Fig. 1: M3 wires
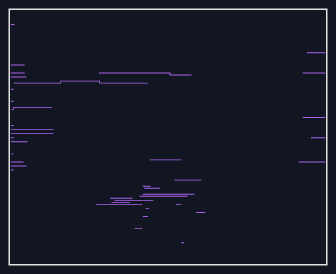
Fig. 2: cell placement
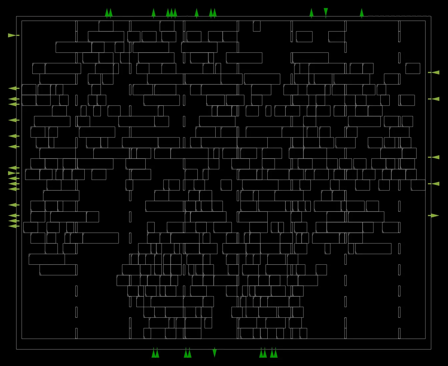
Fig. 3: where the registers sit
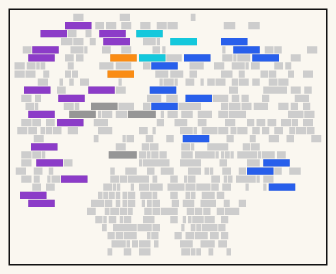
Fig. 4: routed metal per tile
21 x 17 tiles, from black (low) to pale yellow (high), scaled to the fullest tile. Values are wire area over tile area, all layers added.
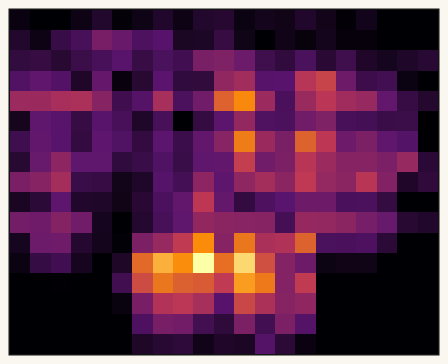
Fig. 5: port wiring
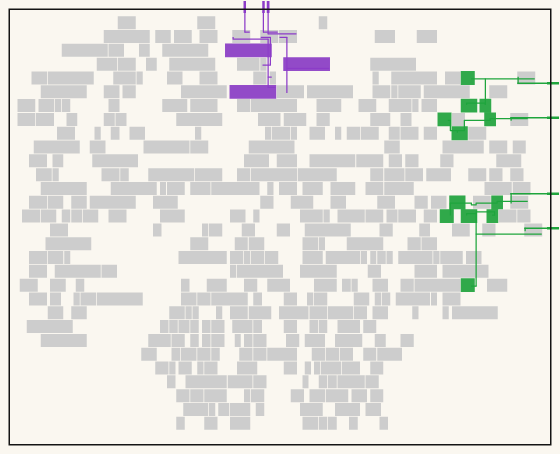
<file path="src/rtl/fsm_pkg.sv">
// Shared recognizer definitions: state encoding, Moore output mask and the
// next-state / output functions applied to whichever channel context is granted.
package fsm_pkg;

  localparam int unsigned ST_W = 3;

  typedef enum logic [ST_W-1:0] {
    S0 = 3'd0,
    S1 = 3'd1,
    S2 = 3'd2,
    S3 = 3'd3,
    S4 = 3'd4
  } state_e;

  // Bit k set means state code k drives z=1 (S3 and S4 only).
  localparam logic [7:0] Z_STATES = 8'b0001_1000;

  function automatic logic [ST_W-1:0] fsm_next(input logic [ST_W-1:0] s, input logic x);
    logic [ST_W-1:0] n;
    n = S0;
    case (s)
      S0:      n = x ? S1 : S0;
      S1:      n = x ? S4 : S1;
      S2:      n = x ? S1 : S2;
      S3:      n = x ? S2 : S1;
      S4:      n = x ? S4 : S3;
      default: n = S0;
    endcase
    return n;
  endfunction

  function automatic logic fsm_z(input logic [ST_W-1:0] s);
    return Z_STATES[s];
  endfunction

endpackage

</file>
<file path="src/rtl/rr_arbiter.sv">
// Round-robin arbiter: grants the first eligible channel after rr_ptr, wrapping.
module rr_arbiter #(
  parameter int unsigned N_CH = 4,
  parameter int unsigned CH_W = 2
) (
  input  logic [N_CH-1:0] eligible,
  input  logic [CH_W-1:0] rr_ptr,
  output logic [N_CH-1:0] grant,
  output logic [CH_W-1:0] grant_idx
);

  logic [CH_W-1:0] cand;
  logic            found;

  always_comb begin
    grant     = '0;
    grant_idx = '0;
    cand      = '0;
    found     = 1'b0;
    for (int k = 1; k <= int'(N_CH); k++) begin
      cand = CH_W'((int'(rr_ptr) + k) % int'(N_CH));
      if (!found && eligible[cand]) begin
        found       = 1'b1;
        grant[cand] = 1'b1;
        grant_idx   = cand;
      end
    end
  end

endmodule

</file>
<file path="src/rtl/fsm_ctx_sched.sv">
// Time-shares one recognizer between N_CH bit streams: per-channel saved state,
// round-robin grant, and a single backpressured result register.
module fsm_ctx_sched
  import fsm_pkg::*;
#(
  parameter  int unsigned N_CH  = 4,
  parameter  int unsigned CNT_W = 16,
  localparam int unsigned CH_W  = $clog2(N_CH)
) (
  input  logic             clk,
  input  logic             resetn,
  input  logic [N_CH-1:0]  req_valid,
  input  logic [N_CH-1:0]  req_x,
  output logic [N_CH-1:0]  req_ready,
  input  logic [N_CH-1:0]  ch_clear,
  output logic             out_valid,
  input  logic             out_ready,
  output logic [CH_W-1:0]  out_ch,
  output logic             out_z,
  output logic [ST_W-1:0]  out_state,
  output logic [CNT_W-1:0] hit_count
);

  logic [ST_W-1:0]  ctx   [N_CH];
  logic [ST_W-1:0]  ctx_d [N_CH];
  logic [CH_W-1:0]  rr_ptr, rr_ptr_d;
  logic             out_valid_d, out_z_d;
  logic [CH_W-1:0]  out_ch_d;
  logic [ST_W-1:0]  out_state_d;
  logic [CNT_W-1:0] hit_count_d;

  logic             stall, accept;
  logic [N_CH-1:0]  eligible, grant;
  logic [CH_W-1:0]  gidx;
  logic [ST_W-1:0]  cur_st, nxt_st;

  // A pending unconsumed result blocks all new grants; no grants during reset.
  assign stall    = out_valid & ~out_ready;
  assign eligible = req_valid & ~ch_clear & {N_CH{~stall & resetn}};

  rr_arbiter #(
    .N_CH (N_CH),
    .CH_W (CH_W)
  ) u_arb (
    .eligible  (eligible),
    .rr_ptr    (rr_ptr),
    .grant     (grant),
    .grant_idx (gidx)
  );

  assign req_ready = grant;
  assign accept    = |grant;
  assign cur_st    = ctx[gidx];
  assign nxt_st    = fsm_next(cur_st, req_x[gidx]);

  always_comb begin
    ctx_d       = ctx;
    rr_ptr_d    = rr_ptr;
    out_valid_d = out_valid;
    out_ch_d    = out_ch;
    out_z_d     = out_z;
    out_state_d = out_state;
    hit_count_d = hit_count;

    for (int i = 0; i < int'(N_CH); i++) begin
      if (ch_clear[i]) begin
        ctx_d[i] = S0;
      end else if (grant[i]) begin
        ctx_d[i] = nxt_st;
      end
    end

    if (accept) begin
      rr_ptr_d    = gidx;
      out_valid_d = 1'b1;
      out_ch_d    = gidx;
      out_z_d     = fsm_z(cur_st);
      out_state_d = nxt_st;
    end else if (!stall) begin
      out_valid_d = 1'b0;
    end

    // Counts delivered hits; sticks at all-ones.
    if (out_valid && out_ready && out_z && (hit_count != {CNT_W{1'b1}})) begin
      hit_count_d = hit_count + CNT_W'(1);
    end
  end

  always_ff @(posedge clk or negedge resetn) begin
    if (!resetn) begin
      for (int i = 0; i < int'(N_CH); i++) begin
        ctx[i] <= S0;
      end
      rr_ptr    <= CH_W'(N_CH - 1);
      out_valid <= 1'b0;
      out_ch    <= '0;
      out_z     <= 1'b0;
      out_state <= '0;
      hit_count <= '0;
    end else begin
      ctx       <= ctx_d;
      rr_ptr    <= rr_ptr_d;
      out_valid <= out_valid_d;
      out_ch    <= out_ch_d;
      out_z     <= out_z_d;
      out_state <= out_state_d;
      hit_count <= hit_count_d;
    end
  end

endmodule

</file>
<file path="config.mk">
export PLATFORM = sky130hd
export DESIGN_NAME = fsm_ctx_sched
export DESIGN_NICKNAME = d
export VERILOG_FILES = /design/src/rtl/fsm_pkg.sv /design/src/rtl/rr_arbiter.sv /design/src/rtl/fsm_ctx_sched.sv
export SDC_FILE = /design/constraint.sdc
export NUM_CORES = 1
export LEC_CHECK = 0
export CAP_MARGIN = 20
export CORE_ASPECT_RATIO = 0.8
export CORE_UTILIZATION = 30
export CTS_CLUSTER_DIAMETER = 120
export DETAILED_ROUTE_END_ITERATION = 16
export PLACE_DENSITY_LB_ADDON = 0.12
export SETUP_SLACK_MARGIN = 0.05
export SLEW_MARGIN = 20
export SYNTH_ARGS = -nofsm -noshare
export SYNTH_HDL_FRONTEND = slang
export SYNTH_SLANG_ARGS = --single-unit
</file>
<file path="constraint.sdc">
create_clock -name clk -period 3.3 [get_ports clk]
set_clock_uncertainty 0.15 [all_clocks]
set_input_delay 0.99 -clock clk [delete_from_list [all_inputs] [get_ports clk]]
set_output_delay 0.99 -clock clk [all_outputs]
set_load 0.01 [all_outputs]
</file>
==> impl_metrics.json <==
{
  "status": "finished, violations left",
  "violations": "setup timing",
  "ys_warn_count": 0,
  "edf_count": 0,
  "grt_overflow": 0,
  "crit_path_start_kind": "input pin",
  "grt_pass1_vias": 2482,
  "ys_types": 57,
  "max_cap_violations": 0,
  "warnings": 32,
  "htree_num_levels": 2,
  "core_area_sq_mm": 0.00845,
  "fin_tns_setup_ns": -1.17,
  "cts_made_buffers": 5,
  "nets": 388,
  "clk_pin_slew_ns": 0.08,
  "ys_cells": 266,
  "maxSlewViolCount": 0,
  "powerDensity_mw_per_mm2": 649,
  "final_antenna_net_count": 0,
  "place_ws_ns": -1.10,
  "grt_antenna_before_repair": 0,
  "setup_slack_ns": -0.262,
  "ys_chip_area_sq_mm": 0.00261,
  "layout-drive-gt1-share_pct": 38.2,
  "diodes": 0,
  "synth_top_cell_by_area": "dfrtp_1",
  "whs_ns": 0.347,
  "slew_headroom_pct": 57.5,
  "holdBufCountCts": 0,
  "viasPerCell": 5.00,
  "p_leak_uw": 0.00176,
  "dr.pass1.iters": 4,
  "cp_data_required_time_ns": 2.16,
  "cts_max_path_buffers": 2,
  "final-hold-violation-count": 0,
  "clock_sinks": 37,
  "remaining_drc_errors": 0,
  "finalClockPeriodUsage_pct": 108,
  "cp-end-kind": "output port",
  "most-common-layout-cells": "buf_4 (54), dfrtp_1 (35), clkdlybuf4s50_1 (27)",
  "rsz0062_at_grt": "true",
  "synth_area_sq_mm": 0.00261,
  "fmax_ghz": 0.281,
  "area_leaders": "dfrtp_1 (34%), mux2i_1 (10%), xnor2_1 (5.7%)",
  "grt_pass1_wl_um": 12700,
  "syn-num-nets": 286,
  "crit_type": "in -> out",
  "hp-class": "reg -> reg",
  "synthArstFlopShare_pct": 100,
  "grt_max_degree": 32,
  "synth_top_flop_cell": "dfrtp_1",
  "ys_ff": 37,
  "setup_viol_count_final": 12,
  "fp-utilization_pct": 30.9,
  "syn_avg_cell_area_sq_um": 9.82,
  "tritoncts": "built",
  "top_area_share_pct": 33.5,
  "final_common_cell": "buf_4",
  "dpl.hpwl_um": 5510,
  "die_w_um": 106,
  "syn_inst": 266,
  "dp_cells": 458,
  "crit_arrival_ns": 2.42,
  "min_period_ns": 3.56,
  "postSynthSeqShare_pct": 35.5,
  "die-area_sq_mm": 0.00909,
  "drtIter0Drc": 89,
  "clock_latency_ns": 0.29,
  "worstMarginPinSlew_ns": 0.636,
  "cp_max_fo": 6,
  "cts-root-buf": "clkbuf_8",
  "gp_congestion": 0.901,
  "layout-area-overhead-vs-synth_pct": 50.5,
  "peakVddDrop_v": 0.000208,
  "die_h_um": 85.5,
  "rows": 30
}
-- Fig. 1 (at the start) --
35 nets have wire on it. The longest straight run is 23.7 um.
GR Layer Usage met3: 3.61%
final wirelength: 7640 um
Via Count: 2405

-- Fig. 2 (at the start) --
# Taps: 112
Non-Filler Instances: 481
# fillers: 805

-- Fig. 3 (at the start) --
Key: blue = ctx [sequential cells 12]; purple = hit_count [sequential cells 16]; cyan = out_state [sequential cells 3]; orange = out_ch [sequential cells 2]
Seq/total area: 23.6%
Sequential Power: 629 uW
Finished Core Util: 46.5%
sequential cell area: 928 sq um

-- Fig. 4 (at the start) --
The fullest tile reaches 0.61. 7.6% of the tiles are over half the peak. The emptiest ninth of the die: south-east. The densest ninth of the die: south.
Total Routing Usage GR: 18.0%
routed len/inst: 15.9 um

-- Fig. 5 (at the start) --
Key: green = req_x [bits 4, direction input, edge east, end cells 12, buffers 4, wire 125 um]; purple = out_state [bits 3, direction output, edge north, end cells 3, buffers 3, wire 70.0 um]
I/O pins: 42
IO Port Bufs: 41

[logic make-up (layout without fill, tap and decap cells)]
group | count (synthesis) | count (layout) | synth area share (%)
mux | 34 | 34 | 14.4
xor+xnor | 23 | 23 | 7.71
fa+ha+maj | 5 | 5 | 2.39
simple gates | 101 | 101 | 22.9
compound gates | 46 | 46 | 13.7
flops | 37 | 37 | 35.5
buf+inv | 20 | 123 | 3.35
[final timing paths]
check,depth (start not counted),slack (ns),startpoint,to
worst min-delay path,1,0.35,hit_count[7]$_DFFE_PN0P_,hit_count[7]$_DFFE_PN0P_
worst min register to register,1,0.35,hit_count[7]$_DFFE_PN0P_,hit_count[7]$_DFFE_PN0P_
worst max register to register,13,-0.04,rr_ptr[1]$_DFFE_PN1P_,ctx[4]$_DFFE_PN0P_
worst max-delay path,8,-0.26,ch_clear[3],req_ready[1]
min in group asynchronous,3,0.58,resetn,ctx[4]$_DFFE_PN0P_
max in group asynchronous,4,1.76,resetn,rr_ptr[0]$_DFFE_PN1P_
[Yosys cell counts, types with 4 or more instances]
library cell   n
dfrtp_1       35
mux2i_1       26
nor2_1        20
xnor2_1       17
nand2_1       14
nand3_1       13
nor2b_1       12
a211oi_1      11
inv_1         10
nor3b_1       10
a21oi_1        7
and2_1         7
clkbuf_1       6
xor2_1         6
ha_1           5
nand2b_1       5
o21ai_0        4
[routing by layer]
metal  up-vias  wire length, um  GRT usage, %
met5         -                0             0
met4         0               66          4.17
met3         8              296          3.61
met2        53             3540          28.3
met1      1176             3740          25.2
li1       1168                -             -
[cell type report]
class,count,area (sq um)
Inverter,11,41.3
Clock inverter,3,21.3
Timing Repair Buffer,104,895
Fill cell,805,4510
Sequential cell,37,928
Tap cell,112,140
Clock buffer,5,68.8
Multi-Input combinational cell,209,1840
[worst max-delay path, stage by stage]
cell and delay [ns]:
buf_2 0.12, nand2b_4 0.16, mux4_2 0.52, nand2b_4 0.19, nor2_1 0.09, a21oi_1 0.04, o21bai_4 0.19, buf_6 0.12
[through the flow]
step | instance area, sq um | power [uW]
floorplan | 2680 | 1400
global placement | 3530 | 1970
detailed placement | 3530 | 1960
CTS | 3920 | 2530
global route | 3930 | 2710
finish | 3930 | 2550
[state kept, by name, summed over array words and instances (netlist names)]
name and count:
hit_count 16, ctx 12, out_state 3, out_ch 2, rr_ptr 2, out_valid 1, out_z 1
[what timing repair did]
item                                    CTS  global route
gates resized                            97             9
pin swaps                                19            10
gates cloned                              1             0
hold endpoints to repair                  0             0
setup buffers                            15             2
endpoints found under the setup margin   25            25
[power breakdown]
group	internal (uW)	switching, uW
Sequential	543	85.7
Combinational	851	743
Clock	150	179
No activity file was given, so power comes from the tool's default toggle rates.
